==> images/layer_met1.png <==
(4 px per um)
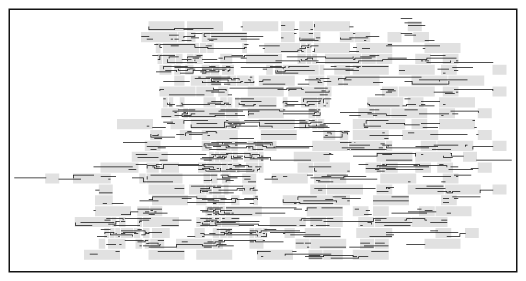
==> images/layer_met2.png <==
(4 px per um)
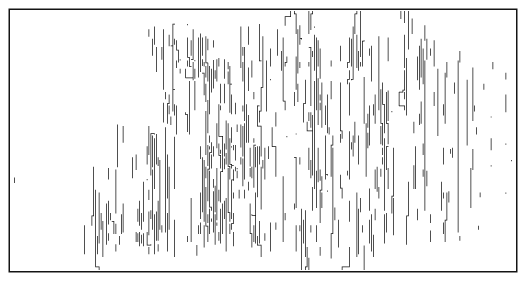
==> images/layer_met3.png <==
(3 px per um)
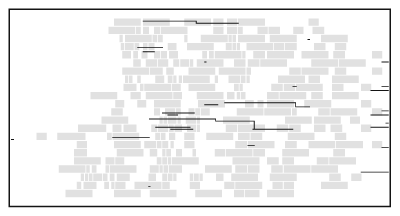
==> images/layer_met4.png <==
(3 px per um)
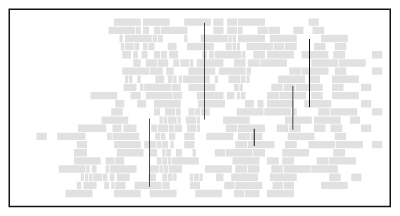
==> images/congestion.png <==
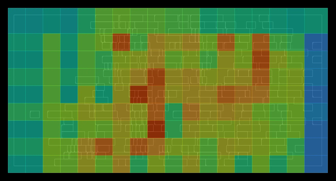
$ cat src/rtl/serial_reader_pkg.sv
`default_nettype none
// ============================================================================
//  Module      : serial_reader_pkg
//  Description : Shared serial-link definitions: bit/packet state encodings,
//                header sync pattern, default baud divider.
//  Revision    : 1.0 - initial release
// ============================================================================
package serial_reader_pkg;

  localparam int          BAUD_DIV_DEFAULT = 27;        // 50 MHz / 115200 / 16
  localparam logic [5:0]  HDR_SYNC         = 6'b101000; // header byte [7:2]

  typedef enum logic [1:0] {
    IDLE  = 2'd0,
    START = 2'd1,
    DATA  = 2'd2,
    STOP  = 2'd3
  } rx_state_t;

  typedef enum logic [1:0] {
    P_HDR = 2'd0,
    P_HI  = 2'd1,
    P_LO  = 2'd2
  } pkt_state_t;

  // A header byte carries the sync pattern in its upper six bits.
  function automatic logic is_header(input logic [7:0] b);
    return (b[7:2] == HDR_SYNC);
  endfunction

endpackage
`default_nettype wire

$ cat src/rtl/serial_rx.sv
`default_nettype none
// ============================================================================
//  Module      : serial_rx
//  Description : 8N1 UART bit receiver with 16x oversampling, start-bit glitch
//                rejection and stop-bit framing check.
//  Revision    : 1.0 - initial release
// ============================================================================
module serial_rx
  import serial_reader_pkg::*;
#(
  parameter int BAUD_DIV = BAUD_DIV_DEFAULT
) (
  input  logic       clk,
  input  logic       rst,          // asynchronous, active low
  input  logic       i_rxd,
  output logic       o_tick,
  output logic [7:0] o_byte,
  output logic       o_byte_valid,
  output logic       o_frame_err
);

  localparam int TW = (BAUD_DIV > 1) ? $clog2(BAUD_DIV) : 1;

  logic            r_sync1, r_sync2;
  logic [TW-1:0]   r_div;
  logic            r_tick;
  rx_state_t       r_state, w_state_nxt;
  logic [3:0]      r_sub, w_sub_nxt;
  logic [2:0]      r_bit, w_bit_nxt;
  logic [7:0]      r_shift, w_shift_nxt;
  logic            r_stop_wait, w_stop_wait_nxt;
  logic            r_bv, w_bv_nxt;
  logic            r_fe, w_fe_nxt;
  logic            w_rx;

  assign w_rx         = r_sync2;
  assign o_tick       = r_tick;
  assign o_byte       = r_shift;
  assign o_byte_valid = r_bv;
  assign o_frame_err  = r_fe;

  // Two-flop synchronizer; idles high so reset does not look like a start bit.
  always_ff @(posedge clk or negedge rst) begin
    if (!rst) begin
      r_sync1 <= 1'b1;
      r_sync2 <= 1'b1;
    end else begin
      r_sync1 <= i_rxd;
      r_sync2 <= r_sync1;
    end
  end

  // Free-running oversample divider, one-cycle tick on wrap.
  always_ff @(posedge clk or negedge rst) begin
    if (!rst) begin
      r_div  <= '0;
      r_tick <= 1'b0;
    end else if (r_div == TW'(BAUD_DIV - 1)) begin
      r_div  <= '0;
      r_tick <= 1'b1;
    end else begin
      r_div  <= r_div + TW'(1);
      r_tick <= 1'b0;
    end
  end

  // Bit FSM state and datapath registers.
  always_ff @(posedge clk or negedge rst) begin
    if (!rst) begin
      r_state     <= IDLE;
      r_sub       <= '0;
      r_bit       <= '0;
      r_shift     <= '0;
      r_stop_wait <= 1'b0;
      r_bv        <= 1'b0;
      r_fe        <= 1'b0;
    end else begin
      r_state     <= w_state_nxt;
      r_sub       <= w_sub_nxt;
      r_bit       <= w_bit_nxt;
      r_shift     <= w_shift_nxt;
      r_stop_wait <= w_stop_wait_nxt;
      r_bv        <= w_bv_nxt;
      r_fe        <= w_fe_nxt;
    end
  end

  // Bit FSM next-state: start check at tick 8, data/stop every 16 ticks.
  always_comb begin
    w_state_nxt     = r_state;
    w_sub_nxt       = r_sub;
    w_bit_nxt       = r_bit;
    w_shift_nxt     = r_shift;
    w_stop_wait_nxt = r_stop_wait;
    w_bv_nxt        = 1'b0;
    w_fe_nxt        = 1'b0;
    case (r_state)
      IDLE: begin
        if (!w_rx) begin
          w_state_nxt = START;
          w_sub_nxt   = '0;
        end
      end
      START: begin
        if (r_tick) begin
          if (r_sub == 4'd7) begin
            w_sub_nxt   = '0;
            w_bit_nxt   = '0;
            w_state_nxt = w_rx ? IDLE : DATA;
          end else begin
            w_sub_nxt = r_sub + 4'd1;
          end
        end
      end
      DATA: begin
        if (r_tick) begin
          if (r_sub == 4'd15) begin
            w_sub_nxt   = '0;
            w_shift_nxt = {w_rx, r_shift[7:1]};
            if (r_bit == 3'd7) w_state_nxt = STOP;
            else               w_bit_nxt   = r_bit + 3'd1;
          end else begin
            w_sub_nxt = r_sub + 4'd1;
          end
        end
      end
      STOP: begin
        if (r_stop_wait) begin
          // After a framing error, hold until the line returns to idle.
          if (w_rx) begin
            w_stop_wait_nxt = 1'b0;
            w_state_nxt     = IDLE;
          end
        end else if (r_tick) begin
          if (r_sub == 4'd15) begin
            w_sub_nxt = '0;
            if (w_rx) begin
              w_bv_nxt    = 1'b1;
              w_state_nxt = IDLE;
            end else begin
              w_fe_nxt        = 1'b1;
              w_stop_wait_nxt = 1'b1;
            end
          end else begin
            w_sub_nxt = r_sub + 4'd1;
          end
        end
      end
      default: w_state_nxt = IDLE;
    endcase
  end

endmodule
`default_nettype wire

$ cat src/rtl/serial_reader.sv
`default_nettype none
// ============================================================================
//  Module      : serial_reader
//  Description : Receives 3-byte packets (header, data hi, data lo) over a
//                UART link and presents each word with a valid/ack handshake.
//  Revision    : 1.0 - initial release
// ============================================================================
module serial_reader
  import serial_reader_pkg::*;
#(
  parameter int BAUD_DIV      = BAUD_DIV_DEFAULT,
  parameter int TIMEOUT_TICKS = 320
) (
  input  logic        clk,
  input  logic        rst,          // asynchronous, active low
  input  logic        rxd,
  input  logic        r_ack,
  output logic [15:0] data_out,
  output logic [1:0]  addr,
  output logic        dav,
  output logic        frame_err,
  output logic        overrun
);

  localparam int TOW = $clog2(TIMEOUT_TICKS + 1);

  logic           w_tick;
  logic [7:0]     w_byte;
  logic           w_byte_valid;
  logic           w_frame_err;
  logic           w_timeout;
  logic           w_complete;
  pkt_state_t     r_pstate, w_pstate_nxt;
  logic [TOW-1:0] r_to;
  logic [1:0]     r_addr_hold;
  logic [7:0]     r_hi;
  logic [15:0]    r_data;
  logic [1:0]     r_addr;
  logic           r_dav;
  logic           r_ovr;

  serial_rx #(.BAUD_DIV(BAUD_DIV)) u_rx (
    .clk          (clk),
    .rst          (rst),
    .i_rxd        (rxd),
    .o_tick       (w_tick),
    .o_byte       (w_byte),
    .o_byte_valid (w_byte_valid),
    .o_frame_err  (w_frame_err)
  );

  assign data_out  = r_data;
  assign addr      = r_addr;
  assign dav       = r_dav;
  assign overrun   = r_ovr;
  assign frame_err = w_frame_err;
  assign w_timeout = w_tick && (r_to == TOW'(TIMEOUT_TICKS));

  // Packet FSM state register.
  always_ff @(posedge clk or negedge rst) begin
    if (!rst) r_pstate <= P_HDR;
    else      r_pstate <= w_pstate_nxt;
  end

  // Packet FSM next-state; framing errors and inter-byte timeouts abort.
  always_comb begin
    w_pstate_nxt = r_pstate;
    w_complete   = 1'b0;
    case (r_pstate)
      P_HDR: if (w_byte_valid && is_header(w_byte)) w_pstate_nxt = P_HI;
      P_HI: begin
        if (w_frame_err)       w_pstate_nxt = P_HDR;
        else if (w_byte_valid) w_pstate_nxt = P_LO;
        else if (w_timeout)    w_pstate_nxt = P_HDR;
      end
      P_LO: begin
        if (w_frame_err) begin
          w_pstate_nxt = P_HDR;
        end else if (w_byte_valid) begin
          w_pstate_nxt = P_HDR;
          w_complete   = 1'b1;
        end else if (w_timeout) begin
          w_pstate_nxt = P_HDR;
        end
      end
      default: w_pstate_nxt = P_HDR;
    endcase
  end

  // Inter-byte timeout counter, only running mid-packet.
  always_ff @(posedge clk or negedge rst) begin
    if (!rst)                                  r_to <= '0;
    else if (r_pstate == P_HDR || w_byte_valid) r_to <= '0;
    else if (w_tick && r_to != TOW'(TIMEOUT_TICKS)) r_to <= r_to + TOW'(1);
  end

  // Capture header address and high data byte while assembling.
  always_ff @(posedge clk or negedge rst) begin
    if (!rst) begin
      r_addr_hold <= '0;
      r_hi        <= '0;
    end else if (w_byte_valid) begin
      if (r_pstate == P_HDR && is_header(w_byte)) r_addr_hold <= w_byte[1:0];
      if (r_pstate == P_HI)                       r_hi        <= w_byte;
    end
  end

  // Output word, valid/ack handshake and sticky overrun.
  always_ff @(posedge clk or negedge rst) begin
    if (!rst) begin
      r_data <= '0;
      r_addr <= '0;
      r_dav  <= 1'b0;
      r_ovr  <= 1'b0;
    end else if (w_complete) begin
      if (!r_dav || r_ack) begin
        // Simultaneous ack frees the slot: load the new word, overrun kept.
        r_data <= {r_hi, w_byte};
        r_addr <= r_addr_hold;
        r_dav  <= 1'b1;
      end else begin
        r_ovr <= 1'b1;
      end
    end else if (r_dav && r_ack) begin
      r_dav <= 1'b0;
      r_ovr <= 1'b0;
    end
  end

endmodule
`default_nettype wire
$ cat config.mk
export PLATFORM = sky130hd
export DESIGN_NAME = serial_reader
export DESIGN_NICKNAME = d
export VERILOG_FILES = /design/src/rtl/serial_reader_pkg.sv /design/src/rtl/serial_rx.sv /design/src/rtl/serial_reader.sv
export SDC_FILE = /design/constraint.sdc
export NUM_CORES = 1
export LEC_CHECK = 0
export ABC_CLOCK_PERIOD_IN_PS = 4450
export CORE_ASPECT_RATIO = 0.5
export CORE_MARGIN = 2
export CORE_UTILIZATION = 40
export DETAILED_ROUTE_END_ITERATION = 6
export HOLD_SLACK_MARGIN = 0.02
export PLACE_DENSITY = 0.64
export SLEW_MARGIN = 0
export SYNTH_ARGS = -nofsm -noshare
export SYNTH_HDL_FRONTEND = slang
export SYNTH_SLANG_ARGS = --single-unit
export TNS_END_PERCENT = 30
$ cat constraint.sdc
create_clock -name clk -period 4.45 [get_ports clk]
set_clock_uncertainty 0.2 [all_clocks]
set_input_delay 0.445 -clock clk [delete_from_list [all_inputs] [get_ports clk]]
set_output_delay 0.445 -clock clk [all_outputs]
set_load 0.02 [all_outputs]
==> results.py <==
# Synthesis and PnR figures
metrics = {
    "run_status": {
        "status": "finished clean",
    },
    "routing": {
        "drcViolationCount": 0,
        "top_layer_used": "met4",
        "viasPerCell": 5.35,
        "route.met2.wl_mm": 2.64,
        "wl_met1_mm": 2.51,
    },
    "setup_path": {
        "worstSetupEndpoint": "u_rx.r_sub[3]",
        "end_kind": "flop",
        "cp_slowest_cell": "dfrtp_1",
        "worstSetupPathType": "flop to flop",
        "worstPathCellList": "nor2_1 > a221o_1 > or4_1 > o21ai_0",
        "crit_fanout": 17,
        "arrival_ns": 2.20,
    },
    "power": {
        "p_int_w": 0.00102,
        "peakVddDrop_v": 0.000175,
        "seqPwrFrac_pct": 48.9,
        "p_leak_nw": 1.60,
        "switchingPower_w": 0.000269,
    },
    "floorplanning": {
        "core_util_floorplan_pct": 41.1,
        "die_area_um2": 8260,
        "io_pins": 25,
    },
    "cts": {
        "cts.sink_count": 69,
        "cts-root-buf": "clkbuf_16",
        "clock_latency_ns": 0.33,
        "cts_max_level": 3,
    },
    "layout": {
        "lay_top_cells": "67 x dfrtp_1, 38 x mux2_2, 23 x clkdlybuf4s50_1, 17 x nor2_1, 14 x o21ai_0",
        "diodes": 0,
        "synthToLayoutAreaGrowth_pct": 20.0,
    },
    "synth": {
        "fp_nets": 252,
        "synthCells": 241,
        "netlist.area_leader.share_pct": 55.9,
        "syn_area_um2": 3000,
        "ys_cells": 241,
        "largest_area_cell": "dfrtp_1",
        "yosys_area_um2": 3000,
    },
    "sta": {
        "maxSlewViolCount": 0,
        "setup_tns_ns": 0,
        "hold_slack_ns": 0.154,
        "worst_pin_slew_ns": 0.731,
        "period_needed_ns": 2.16,
        "period_used_pct": 48.5,
        "rsz0062_at_grt": "no",
    },
    "global_routing": {
        "grt_max_degree": 40,
        "grt_pass1_wl_mm": 9.65,
    },
    "placement": {
        "dpl_cell_area_um2": 3320,
        "place_congestion": 0.842,
        "numPortBuffers": 24,
    },
    "hold_path": {
        "hold_path_class": "flop to flop",
    },
    "run": {
        "warnings": 28,
    },
}
## Picture notes: layer_met1.png
nets with wire on the layer: 257
longest straight run: 19.3 um
total routed wirelength: 5.46 mm
GR Util met1: 18.1%
via count: 1979

## Picture notes: layer_met2.png
nets with wire on the layer: 251
share of all routed wire: 48%
wire length on this layer: 2640 um
main direction: vertical
M2 GR Usage: 24.7%

## Picture notes: layer_met3.png
share of all routed wire: 3.9%
wire length on this layer: 215 um
nets with wire on the layer: 18
main direction: horizontal
longest straight run: 23.7 um
GR Layer Usage met3: 4.72%

## Picture notes: layer_met4.png
share of all routed wire: 1.8%
main direction: vertical
longest straight run: 32.0 um
wire length on this layer: 96.6 um

## Picture notes: congestion.png
WL per Instance: 14.8 um
busiest grt layer: met2
Finished Core Util: 49.4%
Global Route Usage Sum: 14.9%

==> Yosys cell counts (3+ instances only) <==
cell and count:
mux2_2 38, a22o_1 3, nand3_1 8, xor2_1 6, nand2_1 12, nor3_1 4
buf_2 3, inv_1 8, a21oi_1 5, clkbuf_1 4, nor2_1 17, o21ai_0 14
dfrtp_1 67, ha_1 7, nand4_1 6
==> cell families after synthesis <==
logic type | synth area share, %
simple gates | 11.8
flops | 57.6
compound gates | 8.42
xor+xnor | 2.33
buf+inv | 2.38
mux | 14.6
fa+ha+maj | 2.92
==> layout make-up <==
type	instances	area, um2	area share [%]
multi-input combinational	156	1200	33.4
timing repair buffer	26	253	7.02
tap	96	120	3.34
inverter	8	30.0	0.834
sequential	69	1730	48.0
clock buffer	11	243	6.74
clock inverter	4	25.0	0.695
==> metrics by stage <==
| stage | utilization [%] | total power (W) | instances |
|---|---|---|---|
| 6_report | 49.4 | 0.00129 | 370 |
| 5_1_grt | 49.4 | 0.00134 | 370 |
| 4_1_cts | 49.4 | 0.00131 | 370 |
| 3_5_place_dp | 45.6 | 0.000657 | 354 |
| 3_3_place_gp | 45.6 | 0.000657 | 354 |
| 2_1_floorplan | - | 0.000642 | 241 |
==> what timing repair did <==
| action | 4_1_cts | 5_1_grt |
|---|---|---|
| endpoints found under the hold margin | 28 | 0 |
| hold buffers | 1 | 0 |
| setup buffers | 0 | 0 |
==> flip-flops by register name, summed over array words and instances (netlist names), 2 cells and up, named ones only <==
name	cells
r_to	9
u_rx.r_div	5
r_pstate	2
addr	2
r_hi	8
u_rx.r_bit	3
u_rx.o_byte	8
r_addr_hold	2
data_out	16
u_rx.r_sub	4
==> critical path: cells and delay by family (launching register included) <==
family,cells,cell delay [ns]
AND/OR/NAND/NOR,2,0.68
flip-flops,1,0.63
AND-OR/OR-AND,2,0.57
Power is estimated from default activity; no workload was simulated.
